File: src/rtl/fsd_compute_sequencer_if.sv
// Handshake/bus bundle between the Floyd-Steinberg compute sequencer and its
// environment. It carries the start/busy/done control, the image-RAM read and
// write strobes, the datapath result handshake and the current pixel position.
// The master side is the sequencer. The slave side is the controller, RAM or
// datapath that surrounds it.
interface fsd_compute_sequencer_if #(
  parameter int IMAGEX = 4,
  parameter int IMAGEY = 3,
  parameter int ADDR_W = 4
);
  localparam int XW = $clog2(IMAGEX);
  localparam int YW = $clog2(IMAGEY);

  logic              start;
  logic              busy;
  logic              done;
  logic              rd_en;
  logic [ADDR_W-1:0] rd_addr;
  logic              dp_valid;
  logic              wr_en;
  logic [ADDR_W-1:0] wr_addr;
  logic [2:0]        wr_sel;
  logic [XW-1:0]     cur_x;
  logic [YW-1:0]     cur_y;

  modport master (
    input  start, dp_valid,
    output busy, done, rd_en, rd_addr, wr_en, wr_addr, wr_sel, cur_x, cur_y
  );

  modport slave (
    output start, dp_valid,
    input  busy, done, rd_en, rd_addr, wr_en, wr_addr, wr_sel, cur_x, cur_y
  );
endinterface

File: src/rtl/fsd_compute_sequencer.sv
// Floyd-Steinberg compute sequencer.
// The sequencer walks the image one pixel at a time. For each pixel it does
// the following:
//   - issues one RAM read;
//   - waits for the datapath result handshake;
//   - writes the quantized pixel back;
//   - writes each in-bounds error-diffusion neighbour, in the fixed order
//     R (7/16), DL (3/16), D (5/16), DR (1/16).
// done pulses for one cycle after the last pixel retires.
// Optional build macro SERPENTINE_SCAN_EN: odd rows are walked right-to-left,
// and the horizontal neighbours mirror on those rows. When the macro is not
// defined, the walk is plain raster order.
module fsd_compute_sequencer #(
  parameter int IMAGEX = 4,
  parameter int IMAGEY = 3,
  parameter int ADDR_W = 4
) (
  input  logic                          clk,
  input  logic                          rst,
  fsd_compute_sequencer_if.master       bus
);

`ifdef SERPENTINE_SCAN_EN
  localparam bit SERPENTINE = 1'b1;
`else
  localparam bit SERPENTINE = 1'b0;
`endif

  localparam int XW = $clog2(IMAGEX);
  localparam int YW = $clog2(IMAGEY);

  localparam logic [XW-1:0]     X_LAST = XW'(IMAGEX - 1);
  localparam logic [YW-1:0]     Y_LAST = YW'(IMAGEY - 1);
  localparam logic [ADDR_W-1:0] ROW    = ADDR_W'(IMAGEX);
  localparam logic [ADDR_W-1:0] ONE    = ADDR_W'(1);

  typedef enum logic [3:0] {
    S_IDLE,
    S_READ,
    S_WAIT,
    S_WB_SELF,
    S_WB_R,
    S_WB_DL,
    S_WB_D,
    S_WB_DR,
    S_FINISH
  } state_e;

  typedef enum logic [2:0] {
    SEL_SELF = 3'd0,
    SEL_R    = 3'd1,
    SEL_DL   = 3'd2,
    SEL_D    = 3'd3,
    SEL_DR   = 3'd4
  } sel_e;

  state_e state;

  // rd_addr is only updated when a pixel's read is issued. It therefore holds
  // the current pixel address for the whole write-back sequence.
  logic              reverse;
  logic              at_fwd_end;
  logic              at_back_end;
  logic              last_row;
  logic              last_pixel;
  logic              r_ok, dl_ok, d_ok, dr_ok;
  logic [ADDR_W-1:0] r_addr, dl_addr, d_addr, dr_addr;
  logic [XW-1:0]     nxt_x;
  logic [YW-1:0]     nxt_y;
  logic [ADDR_W-1:0] nxt_addr;
  state_e            after_self, after_r, after_dl, after_d;
  state_e            follow;
  logic [ADDR_W-1:0] follow_addr;
  sel_e              follow_sel;

  // Work out the scan geometry of the current pixel:
  //   - the scan direction;
  //   - which neighbours are in bounds, and their addresses;
  //   - the position of the next pixel.
  always_comb begin
    // NOTE: every signal gets a value on every path through this block;
    // a path that leaves a signal unassigned infers a latch.
    reverse     = SERPENTINE && bus.cur_y[0];
    at_fwd_end  = reverse ? (bus.cur_x == '0) : (bus.cur_x == X_LAST);
    at_back_end = reverse ? (bus.cur_x == X_LAST) : (bus.cur_x == '0);
    last_row    = (bus.cur_y == Y_LAST);
    last_pixel  = last_row && at_fwd_end;

    // "Forward" is the scan direction. The R and DR neighbours lie ahead of
    // the pixel; DL lies behind it.
    r_ok  = !at_fwd_end;
    dl_ok = !at_back_end && !last_row;
    d_ok  = !last_row;
    dr_ok = !at_fwd_end && !last_row;

    r_addr  = reverse ? bus.rd_addr - ONE       : bus.rd_addr + ONE;
    dl_addr = reverse ? bus.rd_addr + ROW + ONE : bus.rd_addr + ROW - ONE;
    d_addr  = bus.rd_addr + ROW;
    dr_addr = reverse ? bus.rd_addr + ROW - ONE : bus.rd_addr + ROW + ONE;

    if (at_fwd_end) begin
      // Row advance. A serpentine walk stays in the same column, because the
      // next row runs the other way.
      nxt_y    = bus.cur_y + YW'(1);
      nxt_x    = SERPENTINE ? bus.cur_x : '0;
      nxt_addr = SERPENTINE ? bus.rd_addr + ROW : bus.rd_addr + ONE;
    end else begin
      nxt_y    = bus.cur_y;
      nxt_x    = reverse ? bus.cur_x - XW'(1) : bus.cur_x + XW'(1);
      nxt_addr = reverse ? bus.rd_addr - ONE : bus.rd_addr + ONE;
    end
  end

  // Pick the next applicable write state. Out-of-bounds targets are skipped
  // with no bubble. S_IDLE stands for "no writes left for this pixel".
  always_comb begin
    after_d    = dr_ok ? S_WB_DR : S_IDLE;
    after_dl   = d_ok  ? S_WB_D  : after_d;
    after_r    = dl_ok ? S_WB_DL : after_dl;
    after_self = r_ok  ? S_WB_R  : after_r;

    follow = S_IDLE;
    case (state)
      S_WB_SELF: follow = after_self;
      S_WB_R:    follow = after_r;
      S_WB_DL:   follow = after_dl;
      S_WB_D:    follow = after_d;
      default:   follow = S_IDLE;
    endcase

    follow_addr = d_addr;
    follow_sel  = SEL_D;
    case (follow)
      S_WB_R:  begin follow_addr = r_addr;  follow_sel = SEL_R;  end
      S_WB_DL: begin follow_addr = dl_addr; follow_sel = SEL_DL; end
      S_WB_DR: begin follow_addr = dr_addr; follow_sel = SEL_DR; end
      default: begin follow_addr = d_addr;  follow_sel = SEL_D;  end
    endcase
  end

  // Sequencer FSM. Every output is registered and takes its value on entry
  // to the state that owns it.
  always_ff @(posedge clk) begin
    // NOTE: state is updated with non-blocking assignments, so every branch
    // below sees the pre-edge values, whatever order the statements are in.
    if (rst) begin
      state       <= S_IDLE;
      bus.busy    <= 1'b0;
      bus.done    <= 1'b0;
      bus.rd_en   <= 1'b0;
      bus.rd_addr <= '0;
      bus.wr_en   <= 1'b0;
      bus.wr_addr <= '0;
      bus.wr_sel  <= SEL_SELF;
      bus.cur_x   <= '0;
      bus.cur_y   <= '0;
    end else begin
      unique case (state)
        S_IDLE: begin
          if (bus.start) begin
            state       <= S_READ;
            bus.busy    <= 1'b1;
            bus.rd_en   <= 1'b1;
            bus.rd_addr <= '0;
            bus.cur_x   <= '0;
            bus.cur_y   <= '0;
          end
        end

        S_READ: begin
          bus.rd_en <= 1'b0;
          state     <= S_WAIT;
        end

        S_WAIT: begin
          if (bus.dp_valid) begin
            state       <= S_WB_SELF;
            bus.wr_en   <= 1'b1;
            bus.wr_addr <= bus.rd_addr;
            bus.wr_sel  <= SEL_SELF;
          end
        end

        S_WB_SELF, S_WB_R, S_WB_DL, S_WB_D, S_WB_DR: begin
          if (follow != S_IDLE) begin
            state       <= follow;
            bus.wr_addr <= follow_addr;
            bus.wr_sel  <= follow_sel;
          end else begin
            bus.wr_en <= 1'b0;
            if (last_pixel) begin
              state    <= S_FINISH;
              bus.done <= 1'b1;
            end else begin
              state       <= S_READ;
              bus.rd_en   <= 1'b1;
              bus.rd_addr <= nxt_addr;
              bus.cur_x   <= nxt_x;
              bus.cur_y   <= nxt_y;
            end
          end
        end

        S_FINISH: begin
          bus.done <= 1'b0;
          bus.busy <= 1'b0;
          state    <= S_IDLE;
        end

        default: state <= S_IDLE;
      endcase
    end
  end

endmodule

File: src/flat_wrapper.sv
// flat-port wrapper written by rule: the top's interface ports become plain ports
module fsd_compute_sequencer_flat 
#(
  parameter int IMAGEX = 4,
  parameter int IMAGEY = 3,
  parameter int ADDR_W = 4
)
  (clk, rst, bus_start, bus_dp_valid, bus_busy, bus_done, bus_rd_en, bus_rd_addr, bus_wr_en, bus_wr_addr, bus_wr_sel, bus_cur_x, bus_cur_y);
  fsd_compute_sequencer_if #(.IMAGEX(IMAGEX), .IMAGEY(IMAGEY), .ADDR_W(ADDR_W)) bus_i ();
  input  logic clk;
  input  logic rst;
  input wire logic [$bits(bus_i.start)-1:0] bus_start;
  input wire logic [$bits(bus_i.dp_valid)-1:0] bus_dp_valid;
  output wire logic [$bits(bus_i.busy)-1:0] bus_busy;
  output wire logic [$bits(bus_i.done)-1:0] bus_done;
  output wire logic [$bits(bus_i.rd_en)-1:0] bus_rd_en;
  output wire logic [$bits(bus_i.rd_addr)-1:0] bus_rd_addr;
  output wire logic [$bits(bus_i.wr_en)-1:0] bus_wr_en;
  output wire logic [$bits(bus_i.wr_addr)-1:0] bus_wr_addr;
  output wire logic [$bits(bus_i.wr_sel)-1:0] bus_wr_sel;
  output wire logic [$bits(bus_i.cur_x)-1:0] bus_cur_x;
  output wire logic [$bits(bus_i.cur_y)-1:0] bus_cur_y;
  assign bus_i.start = bus_start;
  assign bus_i.dp_valid = bus_dp_valid;
  assign bus_busy = bus_i.busy;
  assign bus_done = bus_i.done;
  assign bus_rd_en = bus_i.rd_en;
  assign bus_rd_addr = bus_i.rd_addr;
  assign bus_wr_en = bus_i.wr_en;
  assign bus_wr_addr = bus_i.wr_addr;
  assign bus_wr_sel = bus_i.wr_sel;
  assign bus_cur_x = bus_i.cur_x;
  assign bus_cur_y = bus_i.cur_y;
  fsd_compute_sequencer #(.IMAGEX(IMAGEX), .IMAGEY(IMAGEY), .ADDR_W(ADDR_W)) u_core (.clk(clk), .rst(rst), .bus(bus_i));
endmodule
File: config.mk
export PLATFORM = sky130hd
export DESIGN_NAME = fsd_compute_sequencer_flat
export DESIGN_NICKNAME = d
export VERILOG_FILES = /design/src/rtl/fsd_compute_sequencer_if.sv /design/src/rtl/fsd_compute_sequencer.sv /design/src/flat_wrapper.sv
export SDC_FILE = /design/constraint.sdc
export NUM_CORES = 1
export LEC_CHECK = 0
export ABC_CLOCK_PERIOD_IN_PS = 3500
export CORE_UTILIZATION = 36
export CTS_BUF_LIST = sky130_fd_sc_hd__clkbuf_16
export CTS_CLUSTER_DIAMETER = 50
export DETAILED_ROUTE_END_ITERATION = 6
export PLACE_DENSITY = 0.61
export SLEW_MARGIN = 20
export SYNTH_ARGS = -nofsm -noshare
export SYNTH_HDL_FRONTEND = slang
export SYNTH_SLANG_ARGS = --single-unit
export TNS_END_PERCENT = 50
File: constraint.sdc
create_clock -name clk -period 3.5 [get_ports clk]
set_clock_uncertainty 0.1 [all_clocks]
set_input_delay 0.7 -clock clk [delete_from_list [all_inputs] [get_ports clk]]
set_output_delay 0.7 -clock clk [all_outputs]
set_load 0.01 [all_outputs]
Figure 1. Cells by drive strength (run 1).
(8 px per um)
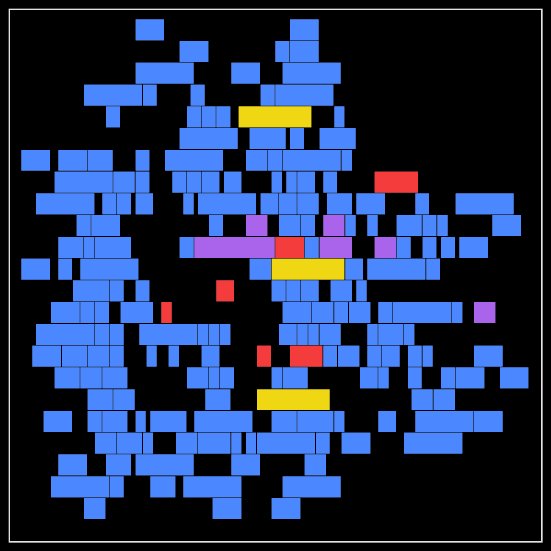
red -> _2 cells  # cells 6, share 3.0%
yellow -> _6 and larger  # cells 3, share 1.5%, most used clkbuf_16
purple -> _3 and _4 cells  # cells 6, share 3.0%, most used buf_4
blue -> _0 and _1 cells  # cells 184, share 92%
Final WS setup: 0.2648 ns
Non-clk bufs: 26
Area Overhead vs Synth: 21.37%
Layout Cell Area excl Fill: 1812 um^2

Figure 2. Wires at chosen ports, followed through buffers (run 1).
(4 px per um)
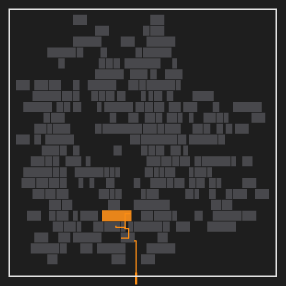
orange -> `bus_wr_en`  # bits 1, direction output, end cells 1, buffers 1, wire 22.0 um
IO Count: 23
IO Port Bufs: 22

Figure 3. Cell outlines without signal wires (run 1).
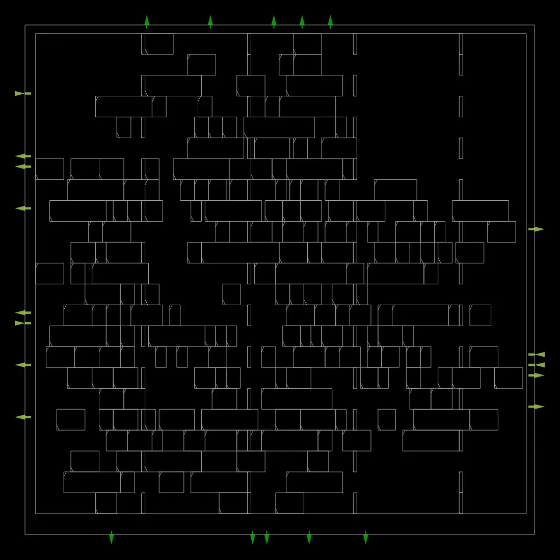
CORE AREA: 4000 um^2
Non-Filler Instances: 249
flip-flops: 23
sequential cell area share: 25.41%

==> run 1: area by class of cell <==
cell class              count  area share, %
inverters                  10          2.072
clock buffers               3          4.144
flip-flops and latches     23          25.41
repair buffers             26          13.81
clock inverters             1         0.2762
well taps                  50          3.453
multi-input cells         136          50.83
==> run 1: metal layers <==
layer	global-route usage (%)	part of all wire, %
met4	10.11	2.1
met1	26.45	46
met5	0	0
met3	3.276	4.9
met2	35.20	47
==> run 1: path summary, 6_finish.rpt <==
check	to	slack (ns)	cells after the start	start
worst max-delay path	u_core.bus.wr_addr[2]	0.26	9	u_core.bus.cur_y[0]
worst min-delay path	u_core.bus.wr_addr[3]	0.37	1	u_core.bus.wr_addr[3]
worst max register to register	u_core.bus.wr_addr[2]	0.26	9	u_core.bus.cur_y[0]
worst min register to register	u_core.bus.wr_addr[3]	0.37	1	u_core.bus.wr_addr[3]
==> run 1: flip-flops by register name, summed over array words and instances (netlist names) <==
signal,flops
u_core.bus.busy,1
u_core.bus.cur_x,2
u_core.bus.cur_y,2
u_core.bus.done,1
u_core.bus.rd_addr,4
u_core.bus.rd_en,1
u_core.bus.wr_addr,4
u_core.bus.wr_en,1
u_core.bus.wr_sel,3
u_core.state,4
==> run 1: critical path, cell delays in order (launching register included) <==
cell and delay, ns:
dfxtp_1 0.37, inv_1 0.06, ha_1 0.30, or3b_4 0.44
or4_1 0.59, ha_1 0.41, xor2_1 0.19, a21oi_1 0.06
a2111o_1 0.40, a22o_1 0.21
==> run 1: logic make-up after synthesis <==
family	share of synthesized area, %
AND-OR/OR-AND	30.09
AND/OR/NAND/NOR	20.87
buffers and inverters	7.460
flip-flops	30.85
adder cells (fa/ha/maj)	6.370
XOR/XNOR	2.934
multiplexers	1.425
==> impl_metrics.yaml, run 1 <==
# flow metrics
run_status:
  status: "finished clean"
yosys:
  ys_types: 54
  yosysSeqAreaShare_pct: 30.85
  top_cells_by_area: "dfxtp_1 31%, a21oi_1 7.7%, ha_1 5.0%, nand3_1 3.0%, nor2_1 2.8%"
  synth_area_um2: 1493
  edf_count: 0
  yosys.area.top_type_share_pct: 30.85
  ys_seq_elements: 23
  synthCells: 184
  yosys-stat-cells: 184
  async_flop_share_pct: 0
  ys_chip_area_um2: 1493
  ff_type: "dfxtp_1"
  synth_nets: 195
  syn-mean-instance-area_um2: 8.112
  synthTopCellsByCount: "23 x a21oi_1, 23 x dfxtp_1, 11 x nor2_1"
  synth.largest_area_cell: "dfxtp_1"
global_routing:
  track_usage_pct: 21.18
  overflow: 0
  grt_pass1_vias: 1427
  grt_max_degree: 24
  antenna_found_initial: 0
  grt_pass1_wl_um: 7010
final_layout:
  fin_nets: 211
  combGateArea_um2: 920.9
  n_antenna_cell: 0
  lay_top_cells: "23 x a21oi_1, 23 x dfxtp_1, 22 x clkdlybuf4s50_1"
  final_util_pct: 45.29
  regArea_um2: 460.4
  n_fill_cell: 385
  layout-drive-gt1-share_pct: 7.538
clock_tree:
  htreeDepth: 1
  clkLatencyLatePin_ns: 0.26
  numCtsBuffers: 3
  cts_tree: "done"
  cts_setup_buffers: 0
  cts_hold_buf: 0
  clkTransAtPathRegs_ns: 0.07
  ctsResizeCount: 0
  clockRootBuffer: "clkbuf_16"
  clock_path_buffers: 2
  clock-sinks: 23
final_timing:
  holdWs_ns: 0.3656
  hold_viol: 0
  setup_viol: 0
  maxSlewHeadroom_pct: 35.66
  fin_crit_ns: 3.235
  max_freq_mhz: 309.1
  setup_tns_ns: 0
  slew_violations: 0
  rsz0062_at_grt: "no"
  finalCritPeriodShare_pct: 92.44
pwr:
  maxPowerGroup: "combinational logic"
  ir_worst_vdd_uv: 211.3
  power_density_nw_per_um2: 653.9
  pg_clk_uw: 258
  leakage_nw: 0.6321
  comb_power_share_pct: 49.6
  clkPwrFrac_pct: 21.8
  p_int_uw: 704.0
  p_switching_uw: 480.6
  p_comb_uw: 588
  swShare_pct: 40.57
  seq-power_uw: 339
  seq_power_share_pct: 28.6
  finalPower_mw: 1.185
routing:
  avgRoutedWirePerCell_um: 16.63
  drc: 0
  firstDrtPassIters: 4
  wl_um: 4141
  dr_total_vias: 1474
  ant_nets: 0
place:
  dp.cells: 245
  place_ws_ns: 0.2943
  dp.final_hpwl_um: 2883
  gp_congestion: 0.9237
  post_dp_cell_area_um2: 1732
floorplanning:
  die_y_um: 66.39
  fp-utilization_pct: 37.32
  dieArea_um2: 4408
  die_width_um: 66.39
  rows: 23
worst_setup_path:
  start_kind: "flop"
  cp-end-kind: "flop"
  cp_max_fo: 9
  cp_data_arrival_time_ns: 3.30
  worstPathRequired_ns: 3.56
job:
  drv_cap: 0
worst_hold_path:
  hp-class: "flop to flop"
## Run 2: what changed since run 1
--- a/config.mk
+++ b/config.mk
@@ -11,4 +11,6 @@
 export CTS_CLUSTER_DIAMETER = 50
+export CTS_CLUSTER_SIZE = 28
 export DETAILED_ROUTE_END_ITERATION = 6
 export PLACE_DENSITY = 0.61
+export SETUP_SLACK_MARGIN = 0.02
 export SLEW_MARGIN = 20
--- a/constraint.sdc
+++ b/constraint.sdc
@@ -4,2 +4,2 @@
 set_output_delay 0.7 -clock clk [all_outputs]
-set_load 0.01 [all_outputs]
+set_load 0.02 [all_outputs]
Figure 4. Ports around the boundary (run 2).
(8 px per um) Pins as bars across the die edge, other pins in gray.
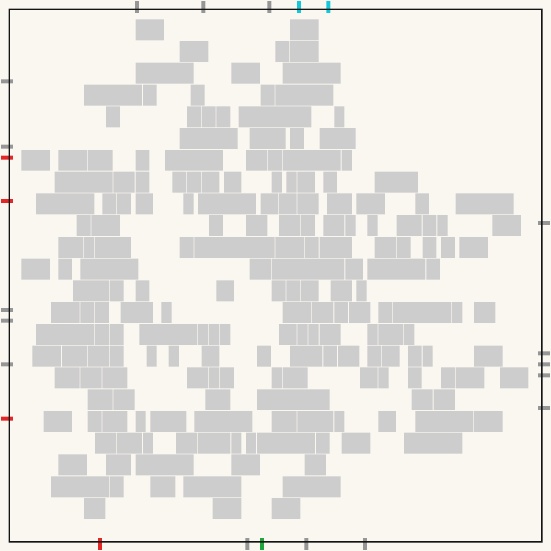
green -> `bus_wr_en`  # pins 1, direction output, edge bottom
red -> `bus_rd_addr`  # pins 4, direction output, edge 3 left, 1 bottom
cyan -> `bus_cur_x`  # pins 2, direction output, edge top
Chip Height: 66.39 um
die width: 66.39 um

==> run 2 against run 1 <==
Against the previous run: sequential power barely moved; global-route usage did not move; critical endpoint unchanged; power up 2.3%; setup slack did not move; routed wire length did not move; count of clock-buffer cells in the layout stayed put; synthesized cell count unchanged; final cell count unchanged; utilization is the same.
==> impl_metrics.yaml, run 2 <==
# flow metrics
final_timing:
  hold_viol: 0
  max_freq_mhz: 309.1
  finalCritPeriodShare_pct: 92.44
  fin_ws_ns: 0.2648
  rsz0062_at_grt: "no"
  setup_viol: 0
  fin_crit_ns: 3.235
  setup_tns_ns: 0
  slew_violations: 0
  maxSlewHeadroom_pct: 35.66
worst_hold_path:
  hold_depth: 1
  hp-class: "flop to flop"
  min_from: "u_core.bus.wr_addr[3]"
pwr:
  power_density_nw_per_um2: 668.7
  comb_power_share_pct: 50.8
  p_int_uw: 704.2
  clkPwrFrac_pct: 21.3
  swShare_pct: 41.87
worst_setup_path:
  critical-path-top-delay-family: "simple AND/OR/NAND/NOR gates"
  start_kind: "flop"
  cp_data_arrival_time_ns: 3.30
  r2r_end: "u_core.bus.wr_addr[2]"
  cp-end-kind: "flop"
  worstPathCellList: "inv_1, ha_1, or3b_4, or4_1, ha_1, xor2_1, a21oi_1, a2111o_1, a22o_1"
  regToRegSetupSlack_ns: 0.26
  cp_max_fo: 9
  cpPeakStageDelay_ns: 0.59
  r2r.worst_path.cells: 9
  r2r_start: "u_core.bus.cur_y[0]"
global_routing:
  grt_max_degree: 24
  track_usage_pct: 21.18
  antenna_found_initial: 0
  overflow: 0
  grt_pass1_wl_um: 7010
clock_tree:
  htreeDepth: 1
  cts_hold_buf: 0
  ctsResizeCount: 0
  clkLatencyLatePin_ns: 0.26
  numCtsBuffers: 3
  cts_tree: "done"
final_layout:
  layout-drive-gt1-share_pct: 7.538
  syn_to_final_growth_pct: 21.37
  design_area_um2: 1812
  lay_top_cells: "23 x a21oi_1, 23 x dfxtp_1, 22 x clkdlybuf4s50_1"
  fin_nets: 211
floorplanning:
  num_io_pins: 23
  dieArea_um2: 4408
yosys:
  compound_area_share_pct: 30.09
  synth_area_um2: 1493
  top_cells_by_area: "dfxtp_1 31%, a21oi_1 7.7%, ha_1 5.0%, nand3_1 3.0%, nor2_1 2.8%"
  ys_sh_xor_pct: 2.934
  synthTopCellsByCount: "23 x a21oi_1, 23 x dfxtp_1, 11 x nor2_1"
  synth_nets: 195
  ys_sh_simple_pct: 20.87
  synth.largest_area_cell: "dfxtp_1"
  ys_seq_elements: 23
  yosysSeqAreaShare_pct: 30.85
  ys_types: 54
place:
  dp.final_hpwl_um: 2883
  dp.cells: 245
  gp_congestion: 0.9237
routing:
  drc: 0
  dr.max_layer_used: "met4"
  wl_met1_um: 1919
  ant_nets: 0
  dr_total_vias: 1474
job:
  drv_cap: 0
run_status:
  status: "finished clean"
Figure 5. Cell outlines without signal wires (run 2).
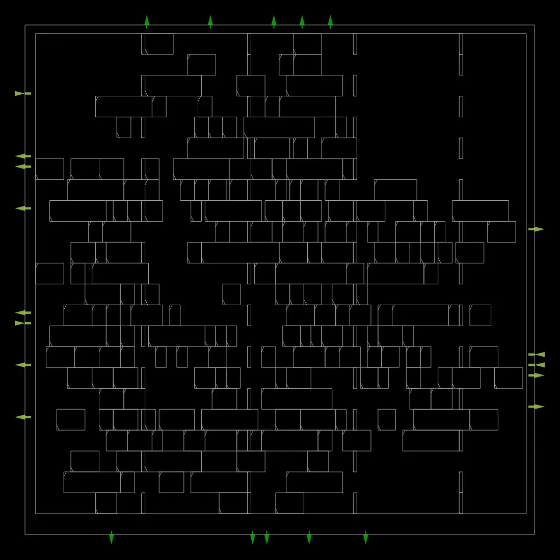
final design utilization: 45.29%
row count: 23

[run 2: worst max-delay path by stage]
| stage | depth (start not counted) | from | to |
|---|---|---|---|
| 2_1_floorplan | 11 | u_core.bus.cur_y[0] | u_core.bus.wr_addr[2] |
| 3_3_place_gp | 9 | u_core.bus.cur_y[0] | u_core.bus.wr_addr[2] |
| 3_5_place_dp | 9 | u_core.bus.cur_y[0] | u_core.bus.wr_addr[2] |
| 4_1_cts | 9 | u_core.bus.cur_y[0] | u_core.bus.wr_addr[2] |
| 5_1_grt | 10 | u_core.bus.cur_y[0] | u_core.bus.wr_addr[3] |
| 6_report | 9 | u_core.bus.cur_y[0] | u_core.bus.wr_addr[2] |
[run 2: layout make-up]
class | instances | area (um^2)
inverters | 10 | 37.54
clock buffers | 3 | 75.07
clock inverters | 1 | 5.005
well taps | 50 | 62.56
fillers | 385 | 2188
flip-flops and latches | 23 | 460.4
multi-input cells | 136 | 920.9
repair buffers | 26 | 250.2
[run 2: cell families (layout without fill, tap and decap cells)]
family	Yosys count	in the layout
adders and majority gates	7	7
DFF	23	23
AOI/OAI and AO/OA	64	64
and+or+nand+nor	58	58
xor gates and xnor gates	5	5
buffers and inverters	25	40
muxes	2	2
[run 2: routing by layer]
metal	global-route usage, %	vias up
met5	0	-
met4	10.11	0
met3	3.276	9
met2	35.20	55
met1	26.45	694
li1	-	716
[run 2: power by group through the flow]
stage	sequential (mW)	combinational, mW	clock, mW
6_report	0.339	0.615	0.258
5_1_grt	0.346	0.671	0.276
4_1_cts	0.338	0.611	0.262
3_5_place_dp	0.343	0.605	0
3_3_place_gp	0.343	0.598	0
2_1_floorplan	0.385	0.393	0
Power is estimated from default activity; no workload was simulated.
